`src/rtl/game_fsm_pkg.sv`:
```
// Shared types and constants for the game sequencer: state encodings,
// output widths and the spawn LFSR step.
package game_fsm_pkg;

  typedef enum logic [2:0] {
    GS_IDLE  = 3'd0,
    GS_PLAY  = 3'd1,
    GS_PAUSE = 3'd2,
    GS_HIT   = 3'd3,
    GS_OVER  = 3'd4
  } game_state_e;

  localparam int          SCORE_BCD_LEN = 16;
  localparam int          LIVES_BIT_LEN = 2;
  localparam logic [15:0] LFSR_TAPS     = 16'hB400;

  // Right-shifting Galois LFSR, feedback from bit 0.
  function automatic logic [15:0] lfsr_next(input logic [15:0] v);
    return {1'b0, v[15:1]} ^ (v[0] ? LFSR_TAPS : 16'h0000);
  endfunction

endpackage

```
`src/rtl/game_fsm_bcd_counter.sv`:
```
// Multi-digit BCD up-counter with synchronous clear; sticks at all-nines.
module game_fsm_bcd_counter
  import game_fsm_pkg::*;
#(
  parameter int DIGITS = SCORE_BCD_LEN / 4
) (
  input  logic                  clk,
  input  logic                  rst_n,
  input  logic                  clr,
  input  logic                  inc,
  output logic [4*DIGITS-1:0]   value
);

  logic [DIGITS-1:0][3:0] dig, dig_nxt;
  logic [DIGITS-1:0]      is9;
  logic [DIGITS-1:0]      carry;

  // Carry ripples up through digits sitting at 9; blocked entirely once all read 9.
  assign carry[0] = inc & ~(&is9);

  for (genvar i = 0; i < DIGITS; i++) begin : g_dig
    assign is9[i]     = (dig[i] == 4'd9);
    assign dig_nxt[i] = carry[i] ? (is9[i] ? 4'd0 : dig[i] + 4'd1) : dig[i];
    if (i < DIGITS - 1) begin : g_carry
      assign carry[i+1] = carry[i] & is9[i];
    end
  end

  always_ff @(posedge clk or negedge rst_n) begin
    if (!rst_n)   dig <= '0;
    else if (clr) dig <= '0;
    else          dig <= dig_nxt;
  end

  assign value = dig;

endmodule

```
`src/rtl/game_fsm.sv`:
```
// Game sequencer in the pixel clock domain: state, lives, BCD score,
// player blink during invulnerability and LFSR-jittered enemy spawn timing.
module game_fsm
  import game_fsm_pkg::*;
#(
  parameter int          LIVES_INIT   = 3,
  parameter int          HIT_FRAMES   = 120,
  parameter int          BLINK_FRAMES = 8,
  parameter int          SPAWN_MIN    = 30,
  parameter logic [15:0] SPAWN_MASK   = 16'h003F,
  parameter logic [15:0] LFSR_SEED    = 16'hACE1
) (
  input  logic                     clk,
  input  logic                     rst,
  input  logic                     v_sync_i,
  input  logic                     start_i,
  input  logic                     pause_i,
  input  logic                     crash_me_enemy_i,
  input  logic                     crash_enemy_bullet_i,
  output logic [2:0]               state_o,
  output logic                     run_en_o,
  output logic                     me_visible_o,
  output logic [LIVES_BIT_LEN-1:0] lives_o,
  output logic [SCORE_BCD_LEN-1:0] score_o,
  output logic                     spawn_o,
  output logic                     game_over_o
);

  localparam logic [LIVES_BIT_LEN-1:0] LIVES_LD   = LIVES_BIT_LEN'(LIVES_INIT);
  localparam logic [15:0]              HIT_LD     = 16'(HIT_FRAMES);
  localparam logic [15:0]              BLINK_LAST = 16'(BLINK_FRAMES - 1);
  localparam logic [15:0]              SPAWN_LD   = 16'(SPAWN_MIN);

  game_state_e state;
  logic        v_sync_q, start_q, pause_q;
  logic        tick, start_rise, pause_rise;
  logic        active, kill_seen, score_inc, score_clr;
  logic [15:0] lfsr, spawn_cnt, hit_cnt, blink_cnt;

  assign tick       = v_sync_q & ~v_sync_i;
  assign start_rise = start_i & ~start_q;
  assign pause_rise = pause_i & ~pause_q;
  assign active     = (state == GS_PLAY) || (state == GS_HIT);
  assign score_inc  = active & crash_enemy_bullet_i & ~kill_seen;
  assign score_clr  = ((state == GS_IDLE) || (state == GS_OVER)) & start_rise;
  assign state_o    = state;

  always_ff @(posedge clk or negedge rst) begin
    if (!rst) begin
      v_sync_q <= 1'b0;
      start_q  <= 1'b0;
      pause_q  <= 1'b0;
      lfsr     <= LFSR_SEED;
    end else begin
      v_sync_q <= v_sync_i;
      start_q  <= start_i;
      pause_q  <= pause_i;
      lfsr     <= lfsr_next(lfsr);
    end
  end

  always_ff @(posedge clk or negedge rst) begin
    if (!rst) begin
      state        <= GS_IDLE;
      run_en_o     <= 1'b0;
      me_visible_o <= 1'b1;
      lives_o      <= '0;
      spawn_o      <= 1'b0;
      game_over_o  <= 1'b0;
      hit_cnt      <= '0;
      blink_cnt    <= '0;
      spawn_cnt    <= '0;
      kill_seen    <= 1'b0;
    end else begin
      spawn_o <= 1'b0;
      // A kill in the tick cycle is still scored; the flag re-arms for the new frame.
      if (tick)           kill_seen <= 1'b0;
      else if (score_inc) kill_seen <= 1'b1;

      if (active && tick) begin
        if (spawn_cnt == 16'd0) begin
          spawn_o   <= 1'b1;
          spawn_cnt <= SPAWN_LD + (lfsr & SPAWN_MASK);
        end else begin
          spawn_cnt <= spawn_cnt - 16'd1;
        end
      end

      case (state)
        GS_IDLE, GS_OVER: begin
          if (start_rise) begin
            state        <= GS_PLAY;
            run_en_o     <= 1'b1;
            game_over_o  <= 1'b0;
            me_visible_o <= 1'b1;
            lives_o      <= LIVES_LD;
            spawn_cnt    <= SPAWN_LD;
          end
        end
        GS_PLAY: begin
          if (crash_me_enemy_i) begin
            if (lives_o == LIVES_BIT_LEN'(1)) begin
              lives_o     <= '0;
              state       <= GS_OVER;
              run_en_o    <= 1'b0;
              game_over_o <= 1'b1;
            end else begin
              lives_o      <= lives_o - LIVES_BIT_LEN'(1);
              state        <= GS_HIT;
              hit_cnt      <= HIT_LD;
              blink_cnt    <= '0;
              me_visible_o <= 1'b0;
            end
          end else if (pause_rise) begin
            state    <= GS_PAUSE;
            run_en_o <= 1'b0;
          end
        end
        GS_HIT: begin
          if (tick) begin
            if (hit_cnt == 16'd1) begin
              state        <= GS_PLAY;
              me_visible_o <= 1'b1;
            end else begin
              hit_cnt <= hit_cnt - 16'd1;
              if (blink_cnt == BLINK_LAST) begin
                blink_cnt    <= '0;
                me_visible_o <= ~me_visible_o;
              end else begin
                blink_cnt <= blink_cnt + 16'd1;
              end
            end
          end
        end
        GS_PAUSE: begin
          if (pause_rise) begin
            state    <= GS_PLAY;
            run_en_o <= 1'b1;
          end
        end
        default: begin
          state       <= GS_IDLE;
          run_en_o    <= 1'b0;
          game_over_o <= 1'b0;
        end
      endcase
    end
  end

  game_fsm_bcd_counter u_score (
    .clk   (clk),
    .rst_n (rst),
    .clr   (score_clr),
    .inc   (score_inc),
    .value (score_o)
  );

endmodule

```
`config.mk`:
```
export PLATFORM = sky130hd
export DESIGN_NAME = game_fsm
export DESIGN_NICKNAME = d
export VERILOG_FILES = /design/src/rtl/game_fsm_pkg.sv /design/src/rtl/game_fsm_bcd_counter.sv /design/src/rtl/game_fsm.sv
export SDC_FILE = /design/constraint.sdc
export NUM_CORES = 1
export LEC_CHECK = 0
export CORE_MARGIN = 3
export CORE_UTILIZATION = 61
export CTS_BUF_LIST = sky130_fd_sc_hd__clkbuf_8
export DETAILED_ROUTE_END_ITERATION = 6
export GPL_TIMING_DRIVEN = 0
export MAX_ROUTING_LAYER = met4
export PLACE_DENSITY = 0.82
export SYNTH_ARGS = -nofsm -noshare
export SYNTH_HDL_FRONTEND = slang
export SYNTH_SLANG_ARGS = --single-unit
```
`constraint.sdc`:
```
create_clock -name clk -period 3 [get_ports clk]
set_clock_uncertainty 0.2 [all_clocks]
set_input_delay 0.6 -clock clk [delete_from_list [all_inputs] [get_ports clk]]
set_output_delay 0.6 -clock clk [all_outputs]
set_load 0.03 [all_outputs]
```
==> impl_metrics.tcl, run 1 <==
# flow metrics
set metrics [dict create \
    mux_area_frac 0.0105 \
    dieHeight_um 94.5 \
    simple_gate_share 0.250 \
    tns_ns 0 \
    outcome "finished, violations left" \
    drive_above_1_share 0.0700 \
    worst_slew_pin_slew_ns 0.928 \
    top_area_frac 0.440 \
    post_cts_resized 0 \
    clock_latency_ns 0.36 \
    hp-class "in2async" \
    finalHoldViolCount 5 \
    relSlewSlack 0.373 \
    nets 559 \
    firstDrtPassIters 5 \
    grt_pass1_vias 3766 \
    violations "negative hold slack" \
    syn_area_um2 4780 \
    syn_nets 516 \
    design_area_um2 5450 \
    hold_slack_ns -0.0128 \
    switching_power_w 0.00171 \
    synthCells 495 \
    core.rowCount 31 \
    grt-ovfl-total 0 \
    grt_pass1_wl_um 17300 \
    synthAdderAreaFrac 0.0366 \
]
## run 1: synth_stat cells, drive strengths merged (3+ instances only)
cell and count:
dfrtp 84, o21ai 46, nor2 44, nand2 41, a21oi 22, nor3 18, inv 17, nand3 17
clkbuf 15, ha 14, nor4 14, or3 13, xor2 13, dfstp 9, nor3b 9, or4 8
xnor2 8, nand4 7, o31ai 7, a21o 6, nand2b 6, nor2b 6, and3 5, and4 5
mux2i 5, nand3b 5, o211ai 5, a211oi 4, a31oi 4, o22ai 4, and2 3
## run 1: kinds of logic (layout without fill, tap and decap cells)
logic type / Yosys count / in the layout
DFF: 93 / 93
muxes: 5 / 5
AOI/OAI and AO/OA: 115 / 115
xor gates and xnor gates: 21 / 21
and+or+nand+nor: 214 / 214
buffers and inverters: 33 / 81
adders and majority gates: 14 / 14
## run 1: critical path, cell delays in order
cell and delay (ns):
clkdlybuf4s50_1 0.46, nor4bb_1 0.82, nand4b_1 0.37, nor3b_1 0.34
xnor2_1 0.16, nor2_1 0.06
## run 1: path summary, 6_finish.rpt
path / from / to / slack [ns] / cells past startpoint
min in group clk: lfsr[9]$_DFF_PN0_ / lfsr[8]$_DFF_PN0_ / 0.16 / 0
max: v_sync_i / spawn_cnt[15]$_DFF_PN0_ / 0.24 / 6
min: rst / spawn_cnt[10]$_DFF_PN0_ / -0.01 / 1
min reg2reg: lfsr[9]$_DFF_PN0_ / lfsr[8]$_DFF_PN0_ / 0.16 / 0
max in group asynchronous: rst / lfsr[15]$_DFF_PN1_ / 1.91 / 2
max reg2reg: state_o[2]$_DFFE_PN0P_ / blink_cnt[15]$_DFFE_PN0P_ / 0.31 / 6
## run 1: metal layers
metal | track usage | vias up | wire length [µm]
met5 | - | - | 0
met4 | 0.0745 | 0 | 131
met3 | 0.0526 | 15 | 549
met2 | 0.409 | 100 | 5150
met1 | 0.316 | 1960 | 4500
li1 | - | 1903 | -
## run 1: final cells by class
cell class                      instances  area share
Multi-Input combinational cell        369       0.426
Tap cell                               99      0.0227
Buffer                                 16      0.0113
Sequential cell                        93       0.429
Timing Repair Buffer                   32      0.0616
Inverter                               17      0.0117
Clock inverter                          7      0.0149
Clock buffer                            9      0.0227
## run 1: sequential cells by signal (all words and copies together) (netlist names), 2 cells and up
name and cells:
blink_cnt 16, hit_cnt 16, lfsr 16, lives_o 2, spawn_cnt 16, state_o 3
u_score.value 16
## run 1: metrics by stage
step / util / std cells
after floorplan: - / 495
after global placement: 0.704 / 625
after detailed placement: 0.707 / 626
after CTS: 0.735 / 642
after global routing: 0.735 / 642
final: 0.735 / 642
## run 1: power by group through the flow
stage	Clock, W	Combinational, W	Sequential, W
floorplan	0	0.000952	0.00189
global placement	0	0.00153	0.00175
detailed placement	0	0.00159	0.00177
CTS	0.000890	0.00160	0.00175
global route	0.000939	0.00177	0.00179
finish	0.000875	0.00160	0.00175
Run 1, M1 wires:
Cells faint in the background.
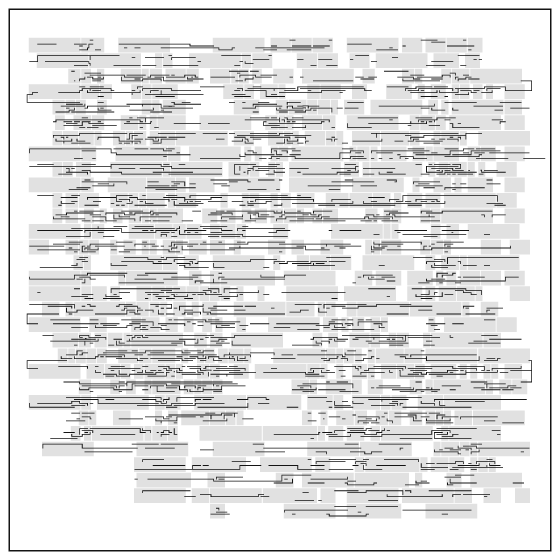
main direction: horizontal
wire length on this layer: 4,500 µm
share of all routed wire: 44%
nets with wire on the layer: 515
longest straight run: 18.4 µm

Run 1, met2 routing:
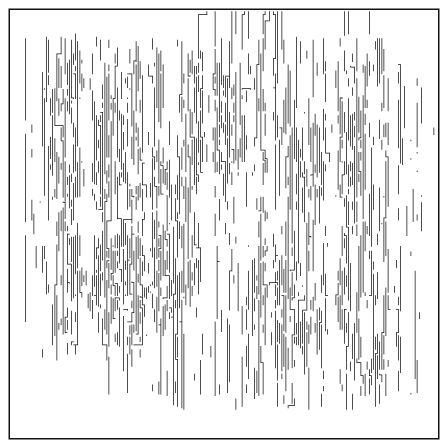
main direction: vertical
nets with wire on the layer: 491
wire length on this layer: 5,150 µm
longest straight run: 27.9 µm

Run 1, met4 routing:
Cells faint in the background.
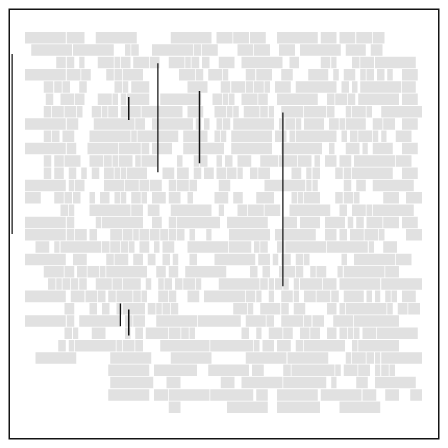
share of all routed wire: 1.3%
main direction: vertical
wire length on this layer: 132 µm

==> run 2: changes to the inputs <==
CORE_MARGIN = 2   (was 3)
REMOVE_ABC_BUFFERS = 1   (was not set)
==> run 2 against run 1 <==
Compared with the run above: the run now ends clean; combinational power is essentially flat; sequential power grew 2%; final cell count shrank 1.7%; via count shrank 1.5%; critical endpoint is now hit_cnt[3]$_DFFE_PN0P_.
==> impl_metrics.tcl, run 2 <==
# flow metrics
set metrics [dict create \
    top_cell "dfrtp_1" \
    synthCells 495 \
    synthTopCellsByArea "dfrtp_1 44%, dfstp_2 4.9%, o21ai_0 4.7%, ha_1 3.7%, nor2_1 3.5%" \
    core.rowCount 32 \
    switching_power_w 0.00171 \
    crit_arrival_ns 2.89 \
    port-buffer-count 31 \
    viasPerCell 6.21 \
    dp_hpwl_um 6900 \
    nets 545 \
    critPathMaxFanout 25 \
    grt_pass1_vias 3756 \
    grt-ovfl-total 0 \
    finalSetupViolCount 0 \
    crit_path_end_kind "register" \
    finalHoldViolCount 0 \
    r2r_cells 5 \
    grt_pass1_wl_um 17300 \
    final_core_util 0.713 \
    maxCapViolations 0 \
    rrSetupSlack_ns 0.20 \
    clock_latency_ns 0.37 \
    drive_above_1_share 0.0813 \
    finalPower_w 0.00432 \
    place.gp.congestion 0.840 \
    worst_slew_pin_slew_ns 0.851 \
    switching_share 0.395 \
    hp-class "in2async" \
    ys_seq_frac 0.489 \
    intPower_w 0.00261 \
    period_used_share 0.932 \
    reg2reg_to "hit_cnt[3]$_DFFE_PN0P_" \
    avgRoutedWirePerCell_um 15.8 \
    r2r-start "state_o[2]$_DFFE_PN0P_" \
    area_growth_syn_to_layout_pct 14.0 \
    warnings 30 \
    top_cells_by_count "84 x dfrtp_1, 45 x o21ai_0, 44 x nor2_1" \
    synth_cell_types 61 \
    dieHeight_um 92.5 \
    seqPwrFrac 0.416 \
    peakVddDrop_mv 0.419 \
    outcome "complete, no violations" \
    firstDrtPassIters 5 \
    syn_area_um2 4780 \
    grt_usage 0.258 \
    relSlewSlack 0.432 \
    top_area_frac 0.440 \
]
## run 2: layout make-up
cell class,instances,area [µm²]
clock buffer,9,124
clock inverter,7,104
fill,568,2200
inverter,17,63.8
multi-input combinational,369,2340
sequential,93,2340
tap,102,128
timing repair buffer,34,350
## run 2: logic make-up (layout without fill, tap and decap cells)
kind of cell	after synthesis	after routing	share of synthesized area
adder cells (fa/ha/maj)	14	14	0.0366
AND/OR/NAND/NOR	214	214	0.250
buffers and inverters	33	67	0.0262
flip-flops	93	93	0.489
XOR/XNOR	21	21	0.0385
AND-OR/OR-AND	115	115	0.149
multiplexers	5	5	0.0105
## run 2: what timing repair did
| action | 4_1_cts | 5_1_grt |
|---|---|---|
| endpoints found under the setup margin | 0 | 17 |
| hold endpoints to repair | 0 | 0 |
| buffers inserted | 0 | 2 |
| resized | 0 | 4 |
## run 2: layer usage
layer | up-vias | track usage | share of wire
met1 | 1918 | 0.341 | 0.45
met2 | 106 | 0.411 | 0.49
li1 | 1880 | - | -
met3 | 16 | 0.0423 | 0.048
met4 | 0 | 0.0908 | 0.013
met5 | - | - | 0
## run 2: worst max-delay path by stage
stage	startpoint	endpoint	slack [ns]	depth (start not counted)
4_1_cts	state_o[0]$_DFFE_PN0P_	hit_cnt[3]$_DFFE_PN0P_	0.04	5
3_3_place_gp	rst	hit_cnt[5]$_DFFE_PN0P_	-2.20	1
2_1_floorplan	state_o[0]$_DFFE_PN0P_	hit_cnt[3]$_DFFE_PN0P_	0.26	5
6_report	state_o[2]$_DFFE_PN0P_	hit_cnt[3]$_DFFE_PN0P_	0.20	5
5_1_grt	state_o[2]$_DFFE_PN0P_	hit_cnt[3]$_DFFE_PN0P_	0.03	5
3_5_place_dp	crash_me_enemy_i	blink_cnt[12]$_DFFE_PN0P_	-0.21	5
## run 2: worst max-delay path, cell delays in order, from the launching register on
cell and delay [ns]:
dfrtp_1 0.58, nor2b_1 0.28, and3_1 0.51, o22ai_2 0.40
or4_2 0.64, nand3_1 0.10
## run 2: through the flow
step	hold WS [ns]	cell area, µm²	setup slack (ns)	setup TNS (ns)	instances
global placement	0.134	5160	-2.20	-201.04	612
global route	0.0620	5450	0.0340	0	631
detailed placement	0.136	5190	-0.207	-1.22	613
finish	0.0298	5450	0.204	0	631
floorplan	0.104	4720	0.263	0	479
CTS	0.0316	5420	0.0394	0	629
## run 2: power by group through the flow
stage / sequential (W) / combinational [W] / clock, W
CTS: 0.00179 / 0.00152 / 0.000969
global route: 0.00184 / 0.00175 / 0.00102
detailed placement: 0.00181 / 0.00151 / 0
finish: 0.00179 / 0.00157 / 0.000950
global placement: 0.00179 / 0.00145 / 0
floorplan: 0.00191 / 0.000900 / 0
Run 2, cell density map:
Scale bar: 20 µm. 9 x 9 tiles, from dark blue (low) to red (high), 0 to 100% covered.
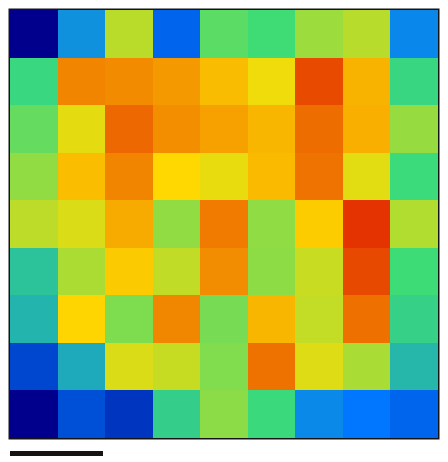
mean over tiles: 62%
fullest tile: 94%
emptiest ninth of the die: lower left

Run 2, M1 wires:
Cells faint in the background.
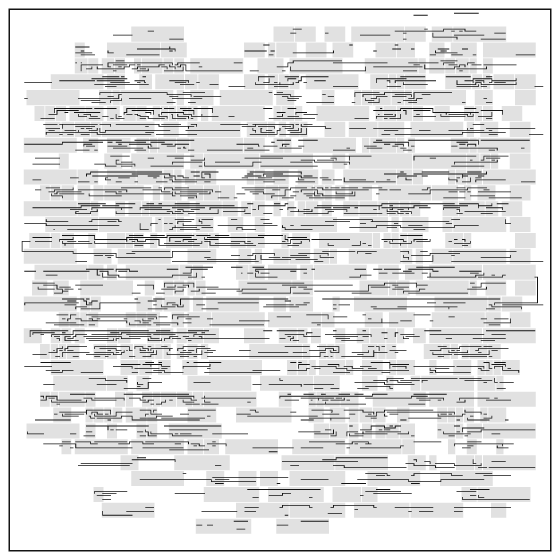
share of all routed wire: 45%
wire length on this layer: 4,450 µm

Power is estimated from default activity; no workload was simulated.
